$ cat src/rtl/store_pkg.sv
// Shared types and default parameters for the accumulator store path.
package store_pkg;

    localparam int unsigned DEF_DW    = 8;
    localparam int unsigned DEF_AW    = 8;
    localparam int unsigned DEF_DEPTH = 4;

    typedef enum logic [1:0] {
        IDLE  = 2'd0,
        ISSUE = 2'd1,
        GAP   = 2'd2
    } state_e;

    typedef struct packed {
        logic [DEF_AW-1:0] addr;
        logic [DEF_DW-1:0] data;
    } store_entry_t;

endpackage

$ cat src/rtl/store_fifo.sv
// Synchronous DEPTH-entry FIFO with flush; a full push is refused even when a pop
// occurs in the same cycle.
module store_fifo #(
    parameter int unsigned W     = 16,
    parameter int unsigned DEPTH = 4
) (
    input  logic                     clk,
    input  logic                     rst,
    input  logic                     push,
    input  logic [W-1:0]             wr_data,
    input  logic                     pop,
    input  logic                     flush,
    output logic [W-1:0]             rd_data,
    output logic [$clog2(DEPTH):0]   count,
    output logic                     full,
    output logic                     empty
);

    localparam int unsigned PW = $clog2(DEPTH);
    localparam int unsigned CW = PW + 1;

    logic [PW-1:0] wr_ptr_q, wr_ptr_d;
    logic [PW-1:0] rd_ptr_q, rd_ptr_d;
    logic [CW-1:0] count_q, count_d;
    logic [W-1:0]  mem_q [DEPTH];
    logic [W-1:0]  mem_d [DEPTH];
    logic          push_ok;
    logic          pop_ok;

    always_comb begin
        full     = (count_q == CW'(DEPTH));
        empty    = (count_q == '0);
        push_ok  = push && !full;
        pop_ok   = pop && !empty;
        wr_ptr_d = wr_ptr_q;
        rd_ptr_d = rd_ptr_q;
        count_d  = count_q;
        mem_d    = mem_q;
        if (flush) begin
            wr_ptr_d = '0;
            rd_ptr_d = '0;
            count_d  = '0;
        end else begin
            if (push_ok) begin
                mem_d[wr_ptr_q] = wr_data;
                wr_ptr_d        = wr_ptr_q + 1'b1;
            end
            if (pop_ok) begin
                rd_ptr_d = rd_ptr_q + 1'b1;
            end
            count_d = count_q + CW'(push_ok) - CW'(pop_ok);
        end
    end

    always_ff @(posedge clk or negedge rst) begin
        if (!rst) begin
            wr_ptr_q <= '0;
            rd_ptr_q <= '0;
            count_q  <= '0;
        end else begin
            wr_ptr_q <= wr_ptr_d;
            rd_ptr_q <= rd_ptr_d;
            count_q  <= count_d;
        end
    end

    // Storage needs no reset; stale contents are never read while empty.
    always_ff @(posedge clk) begin
        mem_q <= mem_d;
    end

    assign rd_data = mem_q[rd_ptr_q];
    assign count   = count_q;

endmodule

$ cat src/rtl/ac_store_unit.sv
// Buffers accumulator stores and drains them to data memory over a req/ack
// write handshake with a one-cycle request-low gap between writes.
module ac_store_unit
    import store_pkg::*;
#(
    parameter int unsigned DW    = DEF_DW,
    parameter int unsigned AW    = DEF_AW,
    parameter int unsigned DEPTH = DEF_DEPTH
) (
    input  logic                    clk,
    input  logic                    rst,
    input  logic                    st_valid,
    output logic                    st_ready,
    input  logic [AW-1:0]           st_addr,
    input  logic [DW-1:0]           ac_data,
    input  logic                    flush,
    output logic                    mem_req,
    output logic                    mem_we,
    output logic [AW-1:0]           mem_addr,
    output logic [DW-1:0]           mem_wdata,
    input  logic                    mem_ack,
    output logic [$clog2(DEPTH):0]  st_count,
    output logic                    st_idle
);

    localparam int unsigned CW = $clog2(DEPTH) + 1;

    state_e          state_q, state_d;
    logic            mem_req_q, mem_req_d;
    logic [AW-1:0]   mem_addr_q, mem_addr_d;
    logic [DW-1:0]   mem_wdata_q, mem_wdata_d;

    logic [AW+DW-1:0] fifo_rd_data;
    logic             fifo_full;
    logic             fifo_empty;
    logic             pop;
    logic             can_issue;

    store_fifo #(
        .W     (AW + DW),
        .DEPTH (DEPTH)
    ) u_fifo (
        .clk     (clk),
        .rst     (rst),
        .push    (st_valid),
        .wr_data ({st_addr, ac_data}),
        .pop     (pop),
        .flush   (flush),
        .rd_data (fifo_rd_data),
        .count   (st_count),
        .full    (fifo_full),
        .empty   (fifo_empty)
    );

    // A flush discards the head too, so nothing new issues in that cycle.
    assign can_issue = !fifo_empty && !flush;

    always_ff @(posedge clk or negedge rst) begin
        if (!rst) begin
            state_q     <= IDLE;
            mem_req_q   <= 1'b0;
            mem_addr_q  <= '0;
            mem_wdata_q <= '0;
        end else begin
            state_q     <= state_d;
            mem_req_q   <= mem_req_d;
            mem_addr_q  <= mem_addr_d;
            mem_wdata_q <= mem_wdata_d;
        end
    end

    always_comb begin
        state_d = state_q;
        unique case (state_q)
            IDLE:    if (can_issue) state_d = ISSUE;
            ISSUE:   if (mem_ack)   state_d = GAP;
            GAP:     state_d = can_issue ? ISSUE : IDLE;
            default: state_d = IDLE;
        endcase
    end

    always_comb begin
        pop         = 1'b0;
        mem_req_d   = mem_req_q;
        mem_addr_d  = mem_addr_q;
        mem_wdata_d = mem_wdata_q;
        unique case (state_q)
            IDLE, GAP: begin
                if (can_issue) begin
                    pop         = 1'b1;
                    mem_req_d   = 1'b1;
                    mem_addr_d  = fifo_rd_data[AW+DW-1:DW];
                    mem_wdata_d = fifo_rd_data[DW-1:0];
                end else begin
                    mem_req_d = 1'b0;
                end
            end
            ISSUE: begin
                if (mem_ack) begin
                    mem_req_d = 1'b0;
                end
            end
            default: mem_req_d = 1'b0;
        endcase
    end

    assign mem_req   = mem_req_q;
    assign mem_we    = mem_req_q;
    assign mem_addr  = mem_addr_q;
    assign mem_wdata = mem_wdata_q;
    assign st_ready  = (st_count != CW'(DEPTH));
    assign st_idle   = (st_count == '0) && (state_q == IDLE);

    logic unused_full;
    assign unused_full = fifo_full;

endmodule
$ cat config.mk
export PLATFORM = sky130hd
export DESIGN_NAME = ac_store_unit
export DESIGN_NICKNAME = d
export VERILOG_FILES = /design/src/rtl/store_pkg.sv /design/src/rtl/store_fifo.sv /design/src/rtl/ac_store_unit.sv
export SDC_FILE = /design/constraint.sdc
export NUM_CORES = 1
export LEC_CHECK = 0
export CORE_ASPECT_RATIO = 1.4
export CORE_MARGIN = 4
export CORE_UTILIZATION = 30
export DETAILED_ROUTE_END_ITERATION = 10
export GPL_ROUTABILITY_DRIVEN = 1
export GPL_TIMING_DRIVEN = 0
export PLACE_DENSITY = 0.55
export SLEW_MARGIN = 10
export SYNTH_ARGS = -nofsm -noshare
export SYNTH_HDL_FRONTEND = slang
export SYNTH_SLANG_ARGS = --single-unit
export TNS_END_PERCENT = 20
$ cat constraint.sdc
create_clock -name clk -period 3 [get_ports clk]
set_input_delay 0.6 -clock clk [delete_from_list [all_inputs] [get_ports clk]]
set_output_delay 0.6 -clock clk [all_outputs]
set_load 0.02 [all_outputs]
==> images/placement.png <==
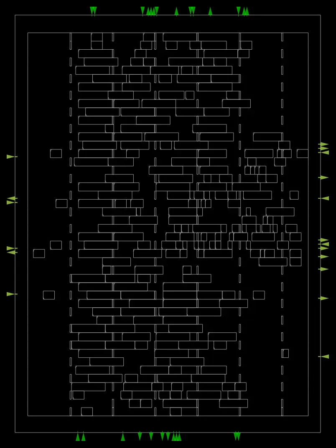
Layout Utilization: 38.9%
flop count: 90

==> images/detail.png <==
Window x 30 to 70, y 21 to 61 um. Cells in gray, sequential cells in the stronger gray; small squares are vias.
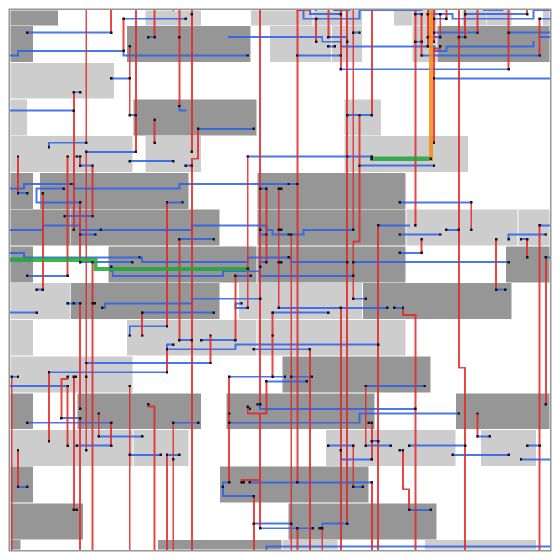
- orange: metal 4
- red: metal 2
- blue: metal 1
- green: metal 3
- cells with their middle in the window: 35
- netlist names of flops here include: u_fifo.mem_q (12), mem_wdata (3)
- sequential cells in the window: 17
- most frequent: edfxtp_1 (12), mux4_1 (5), dfrtp_1 (5)

==> images/layer_met3.png <==
Scale bar: 20 um.
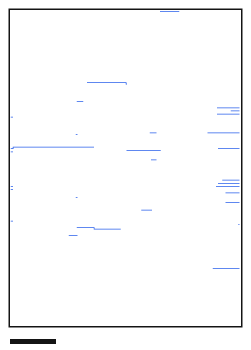
- main direction: horizontal
- nets with wire on the layer: 20
- wire length on this layer: 209 um
Post-Route WL: 6340 um
M3 GR Usage: 2.52%

==> images/wires.png <==
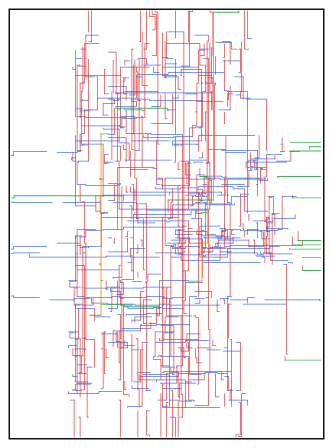
- red: metal 2 (wire length 3530 um)
- blue: metal 1 (wire length 2440 um)
- orange: metal 4 (wire length 153 um)
- green: metal 3 (wire length 209 um)
Total GRT Usage: 10.1%
drt wl/cell: 16.6 um

==> results.py <==
# Synthesis and PnR figures
metrics = {
    "status": {
        "outcome": "finished clean",
    },
    "power": {
        "ir_worst_vdd_mv": 0.271,
        "total_power_mw": 4.18,
        "p_leak_nw": 1.59,
        "power_density_mw_per_mm2": 938,
    },
    "worst_setup_path": {
        "rrSetupSlack_ps": 450,
        "crit_arrival_ps": 2110,
        "critPathCapture": "st_idle",
        "regToRegStartpoint": "u_fifo.count[1]",
        "worstSetupEndpointType": "output pin",
        "cpLargestDelayFamily": "simple AND/OR/NAND/NOR gates",
        "critPathLaunch": "u_fifo.count[1]",
        "cp.depth": 3,
        "start_kind": "register",
        "crit_chain": "nor3_1 -> nor3b_1 -> clkdlybuf4s50_1",
        "cp_max_fo": 5,
        "r2r-end": "u_fifo.count[2]",
        "required_ps": 2400,
        "critPathKind": "reg -> out",
        "cp_slowest_cell": "clkdlybuf4s50_1",
        "path_buffers": 1,
        "cpPeakStageDelay_ps": 630,
        "ff2ff_path_depth": 11,
    },
    "global_routing": {
        "globalRouteMet2Util_pct": 17.8,
        "grt-busiest-layer": "met2",
        "grt_pass1_vias": 1831,
        "grt_max_degree": 27,
        "gr-total-overflow": 0,
        "grt_pass1_wl_um": 10000,
        "grtUsageMet1_pct": 11.2,
        "grt_antenna_before_repair": 0,
    },
    "timing": {
        "fmax_ghz": 0.369,
        "tightest_slew_ps": 939,
        "period_minus_slack_ps": 2710,
        "max_slew_margin_pct": 37.4,
        "rsz0062_at_grt": "false",
        "fin_tns_setup_ps": 0,
        "hold_viol": 0,
        "holdWs_ps": 297,
        "layout_setup_ws_ps": 287,
        "finalSetupViolations": 0,
        "finalClockPeriodUsage_pct": 90.4,
        "skew_ps": 4.51,
        "drv_slew": 0,
    },
    "cells_and_area": {
        "n_fill_cell": 1031,
        "nNetsFinal": 260,
        "finalNonFillerCells": 381,
        "drive_gt1_share_pct": 20.3,
        "diodes": 0,
        "area_growth_pct": 26.2,
        "design_area_mm2": 0.00446,
    },
    "synth": {
        "top_cell": "edfxtp_1",
        "yosysWarnings": 0,
        "aoi_share_pct": 1.67,
        "ys_ff": 90,
        "synth-edff-count": 64,
        "ys_sh_adder_pct": 2.69,
        "syn_inst": 179,
        "fp_nets": 207,
        "top_logic_kind": "multiplexers",
        "synthTopCellsByCount": "edfxtp_1, dfrtp_1, mux2_2",
        "synthXorXnorAreaFrac_pct": 0.496,
        "synth_area_mm2": 0.00353,
        "avgSynthCellArea_um2": 19.7,
        "ys_cells": 179,
        "yosys.area_share.simple_pct": 2.98,
        "async_reset_ff_share_pct": 28.9,
        "yosys.stat.seqShare_pct": 72.9,
        "ys_area_mm2": 0.00353,
        "ys_types": 29,
        "synthMuxAreaShare_pct": 15.9,
        "area_leaders": "edfxtp_1, dfrtp_1, mux4_2",
        "ff_type": "edfxtp_1",
        "top_cell_area_share_pct": 54.4,
        "yosysTopAreaCell": "edfxtp_1",
    },
    "clock_network": {
        "clk_path_buf_depth": 2,
        "cts_made_buffers": 9,
        "clockRootBuffer": "clkbuf_16",
        "clk_pin_slew_ps": 60,
        "cts_hold_buf": 0,
        "clk_latency_ps": 330,
        "post_cts_resized": 0,
        "cts_max_level": 3,
        "cts_tree": "built",
        "post_cts_buffers": 0,
        "clock_sinks": 90,
    },
    "place": {
        "place_ws_ps": 186,
        "portBuffers": 42,
        "dpl-instance-area_mm2": 0.00413,
        "dpl.hpwl_um": 4070,
        "placed_cells": 365,
        "place.gp.congestion": 0.656,
    },
    "drt": {
        "via_per_inst": 4.45,
        "drt_iter0_markers": 99,
        "vias": 1694,
        "dr.pass1.iters": 4,
        "drtAntennaViolNets": 0,
        "drc": 0,
    },
    "flow_run": {
        "drv_cap": 0,
        "tool_warnings": 29,
    },
    "floorplan": {
        "core_mm2": 0.0115,
        "io_pins": 44,
        "die_width_um": 99.7,
        "core.rowCount": 46,
        "die-height_um": 136,
        "initCoreUtil_pct": 30.8,
        "fp.dieArea_mm2": 0.0136,
    },
    "hold_path": {
        "hp-class": "in -> async",
    },
}
==> area by class of cell <==
| type | count | area (um2) | area share [%] |
|---|---|---|---|
| flip-flops and latches | 90 | 2570 | 57.7 |
| multi-input cells | 69 | 840 | 18.8 |
| repair buffers | 42 | 415 | 9.32 |
| clock buffers | 10 | 239 | 5.36 |
| well taps | 144 | 180 | 4.04 |
| clock inverters | 6 | 90.1 | 2.02 |
| plain buffers | 8 | 73.8 | 1.66 |
| inverters | 12 | 45.0 | 1.01 |
==> per-layer routing <==
metal  vias up  wire [um]
li1        792          -
met1       862       2440
met2        30       3530
met3        10        208
met4         0        152
met5         -          0
==> cell usage in the layout (no fill, tap or decap), types with 2 or more instances in the layout <==
cell type / Yosys / final
mux2_2: 13 / 13
dfrtp_1: 26 / 26
ha_1: 6 / 6
nor3b_1: 2 / 2
bufinv_16: 0 / 2
buf_2: 1 / 2
mux4_1: 6 / 6
edfxtp_1: 64 / 64
clkinvlp_4: 0 / 4
mux2_1: 3 / 3
buf_4: 3 / 3
nor2_1: 4 / 4
o21ai_0: 4 / 4
o31ai_1: 2 / 2
mux4_2: 10 / 10
buf_6: 2 / 2
a21oi_1: 3 / 3
and2_1: 4 / 4
clkbuf_16: 0 / 9
clkdlybuf4s50_1: 0 / 41
inv_1: 12 / 12
nand3_1: 2 / 2
nor3_1: 2 / 2
==> sequential cells by signal, indices dropped and copies added (netlist names) <==
register	count
u_fifo.rd_ptr_q	2
mem_wdata	8
u_fifo.count	3
u_fifo.mem_q	64
u_fifo.wr_ptr_q	2
mem_addr	8
mem_req	1
state_q	2
==> where the power goes <==
group	internal [mW]	switching (mW)	total, mW
clock	0.751	0.453	1.20
sequential	1.55	0.117	1.66
combinational	0.705	0.606	1.31
Power is estimated from default activity; no workload was simulated.
